File: config.mk
export PLATFORM = sky130hd
export DESIGN_NAME = jtsdram_bank_sched
export DESIGN_NICKNAME = d
export VERILOG_FILES = /design/src/rtl/jtsdram_bank_sched.sv
export SDC_FILE = /design/constraint.sdc
export NUM_CORES = 1
export LEC_CHECK = 0
export CORE_ASPECT_RATIO = 1.75
export CORE_MARGIN = 8
export CORE_UTILIZATION = 25
export CTS_CLUSTER_DIAMETER = 120
export DETAILED_ROUTE_END_ITERATION = 6
export GPL_TIMING_DRIVEN = 0
export PLACE_DENSITY_LB_ADDON = 0.3
export SYNTH_ARGS = -nofsm -noshare
export SYNTH_HDL_FRONTEND = slang
export SYNTH_SLANG_ARGS = --single-unit
File: constraint.sdc
create_clock -name clk -period 3.1 [get_ports clk]
set_input_delay 0.775 -clock clk [delete_from_list [all_inputs] [get_ports clk]]
set_output_delay 0.775 -clock clk [all_outputs]
set_load 0.005 [all_outputs]
File: src/rtl/jtsdram_bank_sched.sv
// Read-test scheduler for the four JTSDRAM bank ports.
// Ports: clk/rst, start/halt/bank_en control, baN_addr/rd/ack/rdy bank
// handshakes, shared data_read, and busy/done/bad/err_cnt/timeout status.
module jtsdram_bank_sched #(
  parameter int AW      = 22,
  parameter int BURST   = 16,
  parameter int TIMEOUT = 255
) (
  input  logic          clk,
  input  logic          rst,
  input  logic          start,
  input  logic          halt,
  input  logic [3:0]    bank_en,
  output logic [AW-1:0] ba0_addr,
  output logic [AW-1:0] ba1_addr,
  output logic [AW-1:0] ba2_addr,
  output logic [AW-1:0] ba3_addr,
  output logic          ba0_rd,
  output logic          ba1_rd,
  output logic          ba2_rd,
  output logic          ba3_rd,
  input  logic          ba0_ack,
  input  logic          ba1_ack,
  input  logic          ba2_ack,
  input  logic          ba3_ack,
  input  logic          ba0_rdy,
  input  logic          ba1_rdy,
  input  logic          ba2_rdy,
  input  logic          ba3_rdy,
  input  logic [31:0]   data_read,
  output logic          busy,
  output logic          done,
  output logic          bad,
  output logic [7:0]    err_cnt,
  output logic          timeout
);

  typedef enum logic [2:0] {
    IDLE, SELECT, REQ, WAIT, DONE
  } state_t;

  state_t state, nxt;

  logic [3:0]    mask;
  logic [AW-1:0] ptr [4];
  logic [7:0]    cnt [4];
  logic [1:0]    last, cur;
  logic [7:0]    tcnt;

  logic [3:0]  ack, rdy, elig;
  logic [1:0]  pick, cand;
  logic        pick_ok;
  logic [15:0] a16;
  logic [31:0] exp_word;
  logic        finish, abort, err_inc;

  assign ack = {ba3_ack, ba2_ack, ba1_ack, ba0_ack};
  assign rdy = {ba3_rdy, ba2_rdy, ba1_rdy, ba0_rdy};

  assign ba0_addr = ptr[0];
  assign ba1_addr = ptr[1];
  assign ba2_addr = ptr[2];
  assign ba3_addr = ptr[3];

  always_comb begin
    for (int b = 0; b < 4; b++)
      elig[b] = mask[b] && (cnt[b] < 8'(BURST));
  end

  // Round-robin: first eligible bank strictly after last,
  // with last itself considered only at the end.
  always_comb begin
    pick_ok = 1'b0;
    pick    = last;
    cand    = last;
    for (int i = 1; i <= 4; i++) begin
      cand = last + 2'(i);
      if (!pick_ok && elig[cand]) begin
        pick_ok = 1'b1;
        pick    = cand;
      end
    end
  end

  assign a16      = ptr[cur][15:0];
  assign exp_word = {a16 ^ {cur, 14'd0}, ~a16};

  always_comb begin
    finish = 1'b0;
    unique case (1'b1)
      state == REQ:  finish = ack[cur] && rdy[cur];
      state == WAIT: finish = rdy[cur];
      default:       finish = 1'b0;
    endcase
  end

  assign abort   = (state == REQ || state == WAIT) && !finish &&
                   (tcnt == 8'(TIMEOUT));
  assign err_inc = abort || (finish && data_read != exp_word);

  always_comb begin
    nxt = state;
    unique case (state)
      IDLE:    if (start && !halt) nxt = SELECT;
      SELECT:  nxt = pick_ok ? REQ : DONE;
      REQ: begin
        if (finish || abort) nxt = SELECT;
        else if (ack[cur])   nxt = WAIT;
      end
      WAIT:    if (finish || abort) nxt = SELECT;
      DONE:    nxt = IDLE;
      default: nxt = IDLE;
    endcase
  end

  always_ff @(posedge clk) begin
    if (rst) state <= IDLE;
    else     state <= nxt;
  end

  always_ff @(posedge clk) begin
    if (rst) begin
      for (int b = 0; b < 4; b++) begin
        ptr[b] <= '0;
        cnt[b] <= '0;
      end
      mask    <= '0;
      last    <= 2'd3;
      cur     <= 2'd0;
      tcnt    <= '0;
      bad     <= 1'b0;
      timeout <= 1'b0;
      err_cnt <= '0;
    end else begin
      if (state == IDLE && start && !halt) begin
        mask    <= bank_en;
        err_cnt <= '0;
        for (int b = 0; b < 4; b++) cnt[b] <= '0;
      end
      if (state == SELECT) begin
        cur  <= pick;
        tcnt <= '0;
      end
      if (state == REQ || state == WAIT)
        tcnt <= tcnt + 8'd1;
      // A timeout retires the read just like a completion.
      if (finish || abort) begin
        ptr[cur] <= ptr[cur] + AW'(2);
        cnt[cur] <= cnt[cur] + 8'd1;
        last     <= cur;
      end
      if (err_inc) begin
        bad <= 1'b1;
        if (err_cnt != 8'hff) err_cnt <= err_cnt + 8'd1;
      end
      if (abort) timeout <= 1'b1;
    end
  end

  assign busy   = (state == SELECT) || (state == REQ) || (state == WAIT);
  assign done   = (state == DONE);
  assign ba0_rd = (state == REQ) && (cur == 2'd0);
  assign ba1_rd = (state == REQ) && (cur == 2'd1);
  assign ba2_rd = (state == REQ) && (cur == 2'd2);
  assign ba3_rd = (state == REQ) && (cur == 2'd3);

endmodule

==> images/metal_stack.png <==
Two of the layers only.
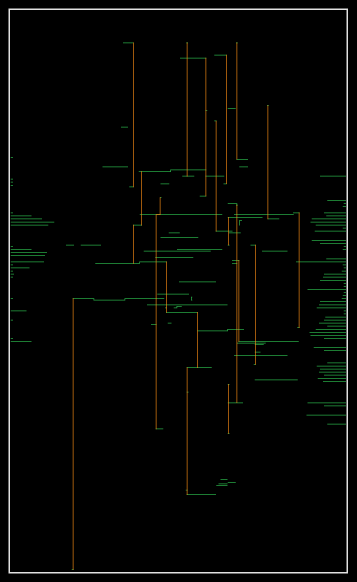
legend:
  orange:
    layer: met4
    wire_length: 1020 um
  green:
    layer: met3
    wire_length: 1280 um

==> images/met4.png <==
Bar = 50 um.
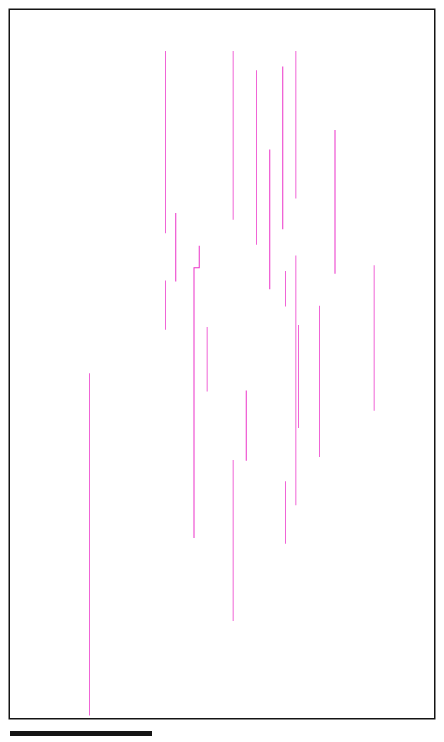
main direction: vertical
nets with wire on the layer: 15
longest straight run: 120 um
wire length on this layer: 1020 um
share of all routed wire: 3.8%

==> images/final_congestion.png <==
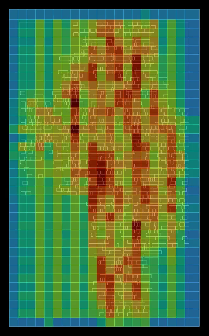
post-layout util: 0.3480
Most Crowded Layer GR: met2

==> summary.txt <==
yosys + openroad results -> status=complete, no violations, f_max=0.3359 GHz, nets=903, Worst-Skew Late Latency=0.44 ns, count of library flops with an enable pin=120, Setup Buffers After CTS=2, Synthesized registers=151, DRT Pass-1 Iters=5, Pint=4051 uW, M1 GR Usage=0.1442, RD Place Congestion=0.8328, Area contributors post-synth=edfxtp_1 46%, dfxtp_1 8.0%, nor2_1 7.2%, top logic cells by instance count in the layout=150 x clkdlybuf4s50_1, 149 x nor2_1, 120 x edfxtp_1, Startpoint Class=flop, CTS resizes=27, dpl ws=-1.416 ns, Chip Area, Yosys=0.007791 mm^2, initial antenna violation count=0, crit end category=output pin, aoi share=0.05492, OpenROAD warning count=26, WP data required=2.32 ns, Routed Antenna Nets=0, Post-Syn Instances=672, Net Sw Power=1235 uW, Post-Synthesis Net Count=724, Seq pwr share=0.436, peak supply drop=0.4345 mV, Crit Path Class=flop to output pin, Worst Setup SP=cur[1], mux frac, synth=0.1302, routed vias=6011, Final Skew=0.009766 ns, Synth Cell Area=0.007791 mm^2, combinational power share=0.122, root buffer cell=clkbuf_16, Switching Share=0.2336, number of global-route vias before repair=6391, DR vias/cell=4.790, Sink Count=151, cycle use final=0.9603, area of the die=0.03729 mm^2, Clock Power Share=0.443, WHS Endpoint=bad, Reg-to-Reg End=err_cnt[2], power density of the placed cells=494.2 mW/mm^2, # rows=85, met3 usage=0.02519, area of the core=0.03074 mm^2, layout cell share with drive strength beyond 1=0.1539, GRT Total Usage=0.1454, worst reg2reg setup slack=0.14 ns, final hold vios=0, clk slew on worst S/H paths=0.06 ns
==> images/gate_families.png <==
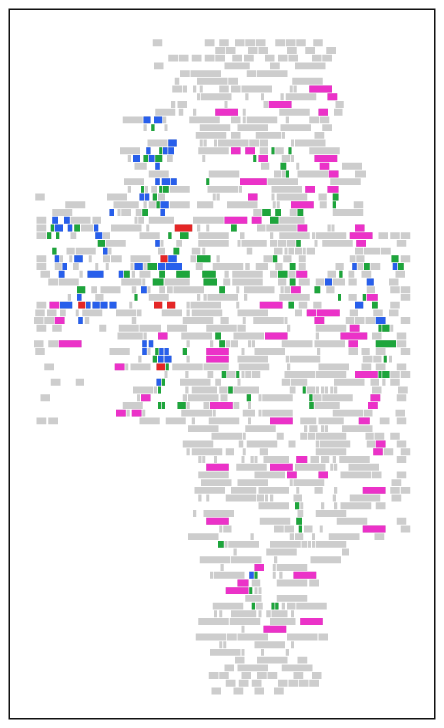
legend:
  magenta:
    family: multiplexers
    cells: 65
  red:
    family: AND-OR and OR-AND gates
    cells: 6
  blue:
    family: inverting AOI/OAI gates
    cells: 58
  green:
    family: NAND gates
    cells: 90
Comb/total area: 0.3238
Finished Layout Cells: 1255
most numerous logic cell after layout: clkdlybuf4s50_1

==> images/registers.png <==
Bar = 50 um. Other sequential cells in the stronger grey, the rest of the logic in the fainter grey.
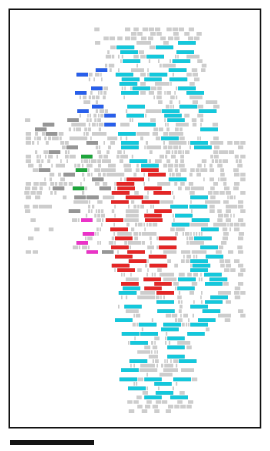
legend:
  green:
    netlist_name: `state`
    placed_flops: 3
  red:
    netlist_name: `cnt`
    placed_flops: 32
    where: centre
  magenta:
    netlist_name: `mask`
    placed_flops: 4
  blue:
    netlist_name: `tcnt`
    placed_flops: 8
  cyan:
    netlist_name: `ptr`
    placed_flops: 88
seq pwr: 2300 uW
flop share of the area: 0.3950

## worst max-delay path, cell delays in order (launching register included)
cell and delay (ns):
dfxtp_1 0.34, clkbuf_2 0.22, or2_2 0.46, nor3_1 0.19
clkdlybuf4s50_1 0.54
## sequential cells by signal, summed over array words and instances (netlist names), named ones only
register and cells:
ptr 88, cnt 32, err_cnt 8, tcnt 8, mask 4, state 3, cur 2, last 2
bad 1, timeout 1
## cells in the mapped netlist (all sizes together), types with 5 or more instances
| master | n |
|---|---|
| and3 | 9 |
| nor3 | 8 |
| buf | 20 |
| nand2 | 41 |
| xor2 | 27 |
| clkbuf | 12 |
| nand2b | 16 |
| or2 | 5 |
| xnor2 | 35 |
| o211ai | 5 |
| nand4 | 9 |
| nand3 | 15 |
| mux4 | 27 |
| nand3b | 6 |
| nor2 | 150 |
| mux2 | 6 |
| a21oi | 18 |
| o21ai | 12 |
| inv | 16 |
| mux2i | 32 |
| a31oi | 7 |
| nor4 | 9 |
| edfxtp | 120 |
| dfxtp | 31 |
## final cells by class
type / instances / area, um^2
clock buffer: 17 / 425.4
inverter: 16 / 60.06
fill: 3049 / 20040
timing repair buffer: 164 / 1607
sequential: 151 / 4225
tap: 391 / 489.2
multi-input combinational: 475 / 3463
buffer: 26 / 193.9
clock inverter: 15 / 232.7
## power by group through the flow
stage | clock [uW] | combinational (uW) | sequential, uW
floorplan | 0 | 323 | 2330
global placement | 0 | 617 | 2340
detailed placement | 0 | 619 | 2340
CTS | 2370 | 634 | 2300
global route | 2440 | 687 | 2310
finish | 2340 | 644 | 2300
## metal layers
layer,vias to the layer above,wire [um]
met5,-,0
met4,0,1023
met3,49,1283
met2,192,15230
met1,2982,9720
li1,2788,-
Power is estimated from default activity; no workload was simulated.
